Register map, names as in the netlist:
Scale: 10 px per µm. Other sequential cells in the stronger gray, the rest of the logic in the fainter gray.
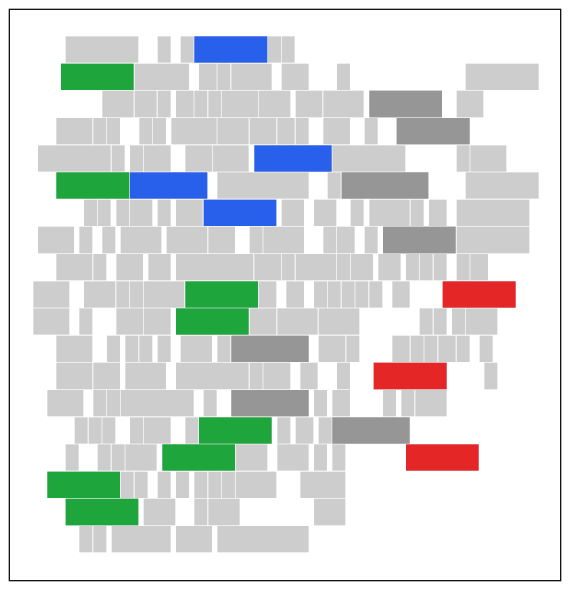
Wiring by layer:
Scale: 6 px per µm. Two of the layers only.
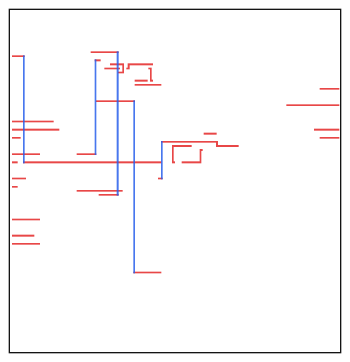
### src/rtl/sync_frame_tx.sv
`default_nettype none
// ============================================================================
//  Module      : sync_frame_tx
//  Description : Serial frame transmitter. Each accepted payload is sent as
//                a 4-bit sync word followed by the payload, both MSB first.
//                A 0 is stuffed after any payload bit that completes the
//                pattern 101, so 1011 cannot reappear after the sync word.
//  Revision    : 1.0 - initial release
// ============================================================================
module sync_frame_tx #(
  parameter logic [3:0] SYNC_WORD = 4'b1011,
  parameter int         PAYLOAD_W = 8
) (
  input  logic                 clk,
  input  logic                 rst,
  input  logic                 in_valid,
  input  logic [PAYLOAD_W-1:0] in_data,
  output logic                 in_ready,
  output logic                 data,
  output logic                 data_en,
  output logic                 busy,
  output logic                 done
);

  // Counter holds 0..PAYLOAD_W so it reaches the last bit without wrapping.
  localparam int                 c_CNT_W     = $clog2(PAYLOAD_W + 1);
  localparam logic [c_CNT_W-1:0] c_LAST      = c_CNT_W'(PAYLOAD_W);
  localparam logic [2:0]         c_STUFF_PAT = 3'b101;

  // The state names the kind of bit currently on the line (IDLE = none).
  typedef enum logic [1:0] {
    S_IDLE    = 2'd0,
    S_SYNC    = 2'd1,
    S_PAYLOAD = 2'd2,
    S_STUFF   = 2'd3
  } state_t;

  state_t                 r_state;
  state_t                 w_state;
  logic [PAYLOAD_W-1:0]   r_shift;
  logic [PAYLOAD_W-1:0]   w_shift;
  logic [c_CNT_W-1:0]     r_cnt;
  logic [c_CNT_W-1:0]     w_cnt;
  logic [1:0]             r_sync_idx;
  logic [1:0]             w_sync_idx;
  logic [2:0]             r_hist;
  logic [2:0]             w_hist;
  logic                   r_data;
  logic                   w_data;
  logic                   r_data_en;
  logic                   w_data_en;
  logic                   r_done;
  logic                   w_done;

  // Flow control is a pure decode of the state register.
  assign in_ready = (r_state == S_IDLE);
  assign busy     = ~in_ready;
  assign data     = r_data;
  assign data_en  = r_data_en;
  assign done     = r_done;

  // Next-state and next-output decode; outputs are the bit for the next cycle.
  always_comb begin
    w_state    = r_state;
    w_shift    = r_shift;
    w_cnt      = r_cnt;
    w_sync_idx = r_sync_idx;
    w_data     = 1'b0;
    w_data_en  = 1'b0;
    w_done     = 1'b0;

    unique case (r_state)
      S_IDLE: begin
        if (in_valid) begin
          w_state    = S_SYNC;
          w_shift    = in_data;
          w_cnt      = '0;
          w_sync_idx = 2'd0;
          w_data     = SYNC_WORD[3];
          w_data_en  = 1'b1;
        end
      end
      S_SYNC: begin
        w_data_en = 1'b1;
        if (r_sync_idx == 2'd3) begin
          w_state = S_PAYLOAD;
          w_data  = r_shift[PAYLOAD_W-1];
          w_shift = r_shift << 1;
          w_cnt   = r_cnt + c_CNT_W'(1);
        end else begin
          w_sync_idx = r_sync_idx + 2'd1;
          w_data     = SYNC_WORD[2'd2 - r_sync_idx];
        end
      end
      S_PAYLOAD, S_STUFF: begin
        // History already includes the bit on the line this cycle.
        if ((r_state == S_PAYLOAD) && (r_hist == c_STUFF_PAT)) begin
          w_state   = S_STUFF;
          w_data    = 1'b0;
          w_data_en = 1'b1;
        end else if (r_cnt == c_LAST) begin
          w_state = S_IDLE;
          w_done  = 1'b1;
        end else begin
          w_state   = S_PAYLOAD;
          w_data    = r_shift[PAYLOAD_W-1];
          w_data_en = 1'b1;
          w_shift   = r_shift << 1;
          w_cnt     = r_cnt + c_CNT_W'(1);
        end
      end
      default: begin
        w_state = S_IDLE;
      end
    endcase

    // Every emitted line bit, sync or payload or stuff, enters the history.
    w_hist = w_data_en ? {r_hist[1:0], w_data} : r_hist;
  end

  // State, datapath and registered outputs; reset overrides any accept.
  always_ff @(posedge clk) begin
    if (rst) begin
      r_state    <= S_IDLE;
      r_shift    <= '0;
      r_cnt      <= '0;
      r_sync_idx <= 2'd0;
      r_hist     <= 3'b000;
      r_data     <= 1'b0;
      r_data_en  <= 1'b0;
      r_done     <= 1'b0;
    end else begin
      r_state    <= w_state;
      r_shift    <= w_shift;
      r_cnt      <= w_cnt;
      r_sync_idx <= w_sync_idx;
      r_hist     <= w_hist;
      r_data     <= w_data;
      r_data_en  <= w_data_en;
      r_done     <= w_done;
    end
  end

endmodule
`default_nettype wire
### config.mk
export PLATFORM = sky130hd
export DESIGN_NAME = sync_frame_tx
export DESIGN_NICKNAME = d
export VERILOG_FILES = /design/src/rtl/sync_frame_tx.sv
export SDC_FILE = /design/constraint.sdc
export NUM_CORES = 1
export LEC_CHECK = 0
export ABC_AREA = 1
export ABC_CLOCK_PERIOD_IN_PS = 1350
export CORE_AREA = 2 2 53 55
export CTS_BUF_LIST = sky130_fd_sc_hd__clkbuf_4 sky130_fd_sc_hd__clkbuf_8
export CTS_CLUSTER_SIZE = 8
export DETAILED_ROUTE_END_ITERATION = 10
export DIE_AREA = 0 0 55 57
export HOLD_SLACK_MARGIN = 0.15
export PLACE_DENSITY = 0.66
export SLEW_MARGIN = 20
export SYNTH_ARGS = -nofsm -noshare
export SYNTH_HDL_FRONTEND = slang
export SYNTH_SLANG_ARGS = --single-unit
### constraint.sdc
create_clock -name clk -period 1.35 [get_ports clk]
set_input_delay 0.3375 -clock clk [delete_from_list [all_inputs] [get_ports clk]]
set_output_delay 0.3375 -clock clk [all_outputs]
set_load 0.1 [all_outputs]
==> results.toml <==
# yosys + openroad results
[worst_setup_path]
critPathSlowestCell = "dfxtp_2"
cp_slowest_stage_delay_ps = 360
crit_end = "r_shift[3]"
cp-end-kind = "flip-flop"
required_ps = 1600
path_cells = "inv_2, ha_4, nand4_1, nand2_2, nor2_4, buf_12, o21ai_2, nor2_1"
path_class = "flip-flop to flip-flop"
worstPathArrival_ps = 1750
r2r_start = "r_cnt[0]"
path_max_fanout = 7
startpoint = "r_cnt[0]"
worstSetupStartpointType = "flip-flop"
ff2ff_path_depth = 8
reg2reg_slack_ps = -150
timing.rr.end = "r_shift[3]"

[clock_tree]
htree_levels = 1
cts_max_path_buffers = 2
cts_root_buffer = "clkbuf_4"
numCtsBuffers = 3
hold_buffers = 0
cts.reportedPaths.clkPinSlew_ps = 120
tritoncts = "built"
clkLatencyLatePin_ps = 300
cts_num_sinks = 22

[global_routing]
antenna_found_initial = 0
overflow = 0
grt_pass1_vias = 1072
grt_pass1_wl_um = 4690
grt_max_degree = 13
gr-usage-all-layers_pct = 20.5

[sta]
finalHoldViolations = 0
fin_crit_sh_pct = 111
fmax_ghz = 0.664
holdWs_ps = 482
setup_ws_ps = -155
rsz0062_at_grt = "true"
maxSlewHeadroom_pct = 77.9
skew_ps = 1.33
setup_violations = 16
period_minus_slack_ps = 1500
tns_ps = -1820
worstMarginPinSlew_ps = 329
finalMaxSlewViolations = 0

[floorplan]
die_h_um = 57
core_um2 = 2620
dieArea_um2 = 3140
initCoreUtil_pct = 42.3
die_x_um = 55
io_pins = 16
rows = 19

[finish]
nFillCells = 227
instances_no_fill = 234
area_growth_pct = 58.0
drive_gt1_share_pct = 36.9
stdcell_area_um2 = 1750
fin_util_pct = 66.9
antenna_cells = 0
final_nets = 220

[yosys]
ys_cells = 165
yosysWarnings = 0
synth_cells = 165
area_leaders = "dfxtp_1 (40%), nand2_1 (15%), nor2_1 (11%)"
netlist_top_cells_count = "nand2_1 (45), nor2_1 (31), dfxtp_1 (22), inv_1 (17), a21oi_1 (9)"
synth_cell_types = 20
synth_seq_share_pct = 39.8
yosys.area.top_type = "dfxtp_1"
flop_cell = "dfxtp_1"
synth_dominant_cell_count = "nand2_1"
edf_count = 0
ys_area_um2 = 1110
synth_nets = 180
async_flop_share_pct = 0
numSynthFlops = 22
syn_area_um2 = 1110
syn_area_per_cell_um2 = 6.71
synth_top_area_share_pct = 39.8

[power_and_ir_drop]
p_sw_mw = 0.793
clkPwrFrac_pct = 14.5
p_int_mw = 1.27
p_leak_nw = 0.782
p_total_mw = 2.06
pwr-share-seq_pct = 39.4
comb_power_share_pct = 46.1
switching_share_pct = 38.5
vdd_drop_max_v = 0.000924
powerDensity_nw_per_um2 = 1180

[outcome]
violations = "negative setup slack"
status = "finished, violations left"

[routing]
antenna_left = 0
route.detailed.drc = 0
drtIter0Drc = 44
drtPass1Iterations = 4
wirelength_um = 3170
vias = 1217
via_per_inst = 5.20
post_drt_wl_per_cell_um = 13.5

[place]
gp_congestion = 0.811
dp_hpwl_um = 1880
place_area_um2 = 1460
pre_cts_slack_ps = -276
place.port_buffers = 15
dp_cells = 220

[hold_path]
hp-class = "flip-flop to flip-flop"

[run]
maxCapViolations = 0
warning_count = 30
Back to the opening pictures, 'register map, names as in the netlist':
legend:
  `r_hist`:
    color: red
    sequential_cells: 3
  `r_cnt`:
    color: blue
    sequential_cells: 4
  `r_shift`:
    color: green
    sequential_cells: 8
not colored: 7

Back to the opening pictures, 'wiring by layer':
legend:
  met3:
    color: red
    wire_length: 154 µm
  met4:
    color: blue
    wire_length: 91.8 µm

-- final cells by class --
type | instances | area, µm² | share of cell area, %
timing repair buffer | 39 | 444 | 25.4
multi-input combinational | 120 | 714 | 40.8
inverter | 19 | 78.8 | 4.51
sequential | 22 | 450 | 25.8
tap | 31 | 38.8 | 2.22
clock buffer | 3 | 22.5 | 1.29
-- registers in the layout (all words and copies together) (netlist names) --
register / cells
r_sync_idx: 2
r_shift: 8
r_cnt: 4
r_state: 2
r_hist: 3
data_en: 1
done: 1
data: 1
-- worst min-delay path by stage --
| stage | startpoint | endpoint | depth (start not counted) |
|---|---|---|---|
| after floorplan | r_shift[0] | r_shift[0] | 2 |
| after global placement | r_shift[0] | r_shift[0] | 2 |
| after detailed placement | r_shift[0] | r_shift[0] | 2 |
| after CTS | r_shift[0] | r_shift[0] | 2 |
| after global routing | r_shift[0] | r_shift[0] | 2 |
| final | r_shift[0] | r_shift[0] | 2 |
-- critical path: cells and delay by family, from the launching register on --
family | cells | cell delay [ps]
AND/OR/NAND/NOR | 4 | 660
flip-flops | 1 | 360
adder cells (fa/ha/maj) | 1 | 150
AND-OR/OR-AND | 1 | 50
buffers and inverters | 2 | 220
-- power by group through the flow --
stage	clock, mW	combinational (mW)	sequential [mW]
floorplan	0	0.414	0.837
global placement	0	0.699	0.797
detailed placement	0	0.719	0.802
CTS	0.306	0.802	0.792
global route	0.332	1.02	0.820
finish	0.300	0.951	0.812
-- logic make-up (layout without fill, tap and decap cells) --
logic type | Yosys count | count (layout) | share of synthesized area (%)
buffers and inverters | 23 | 61 | 8.81
flip-flops | 22 | 22 | 39.8
AND-OR/OR-AND | 21 | 21 | 9.49
adder cells (fa/ha/maj) | 4 | 4 | 4.52
AND/OR/NAND/NOR | 95 | 95 | 37.4
-- per-layer routing --
metal / track usage, % / share of wire (%) / wire length, µm / up-vias
li1: - / - / - / 589
met1: 24.0 / 37 / 1180 / 573
met2: 36.2 / 55 / 1740 / 45
met3: 3.14 / 4.8 / 153 / 10
met4: 7.67 / 2.9 / 91 / 0
met5: 0 / 0 / 0 / -
-- placed cells by master, fill, tap and decap left out, types with 4 or more instances in the layout --
cell	netlist	routed
dfxtp_1	22	16
a21oi_2	0	6
nand3_1	7	5
clkdlybuf4s50_1	0	10
buf_12	0	8
nor2_1	31	30
nand2_1	45	41
nand2_2	3	5
buf_6	1	5
inv_2	2	4
inv_1	17	14
buf_4	1	15
dfxtp_2	0	5
o21ai_2	0	7
-- what timing repair did --
item	in CTS	in global routing
resized	21	31
pin swaps	7	11
endpoints found under the setup margin	16	20
setup buffers	6	5
Power figures rest on the tool's default switching activity, not on a simulated workload.
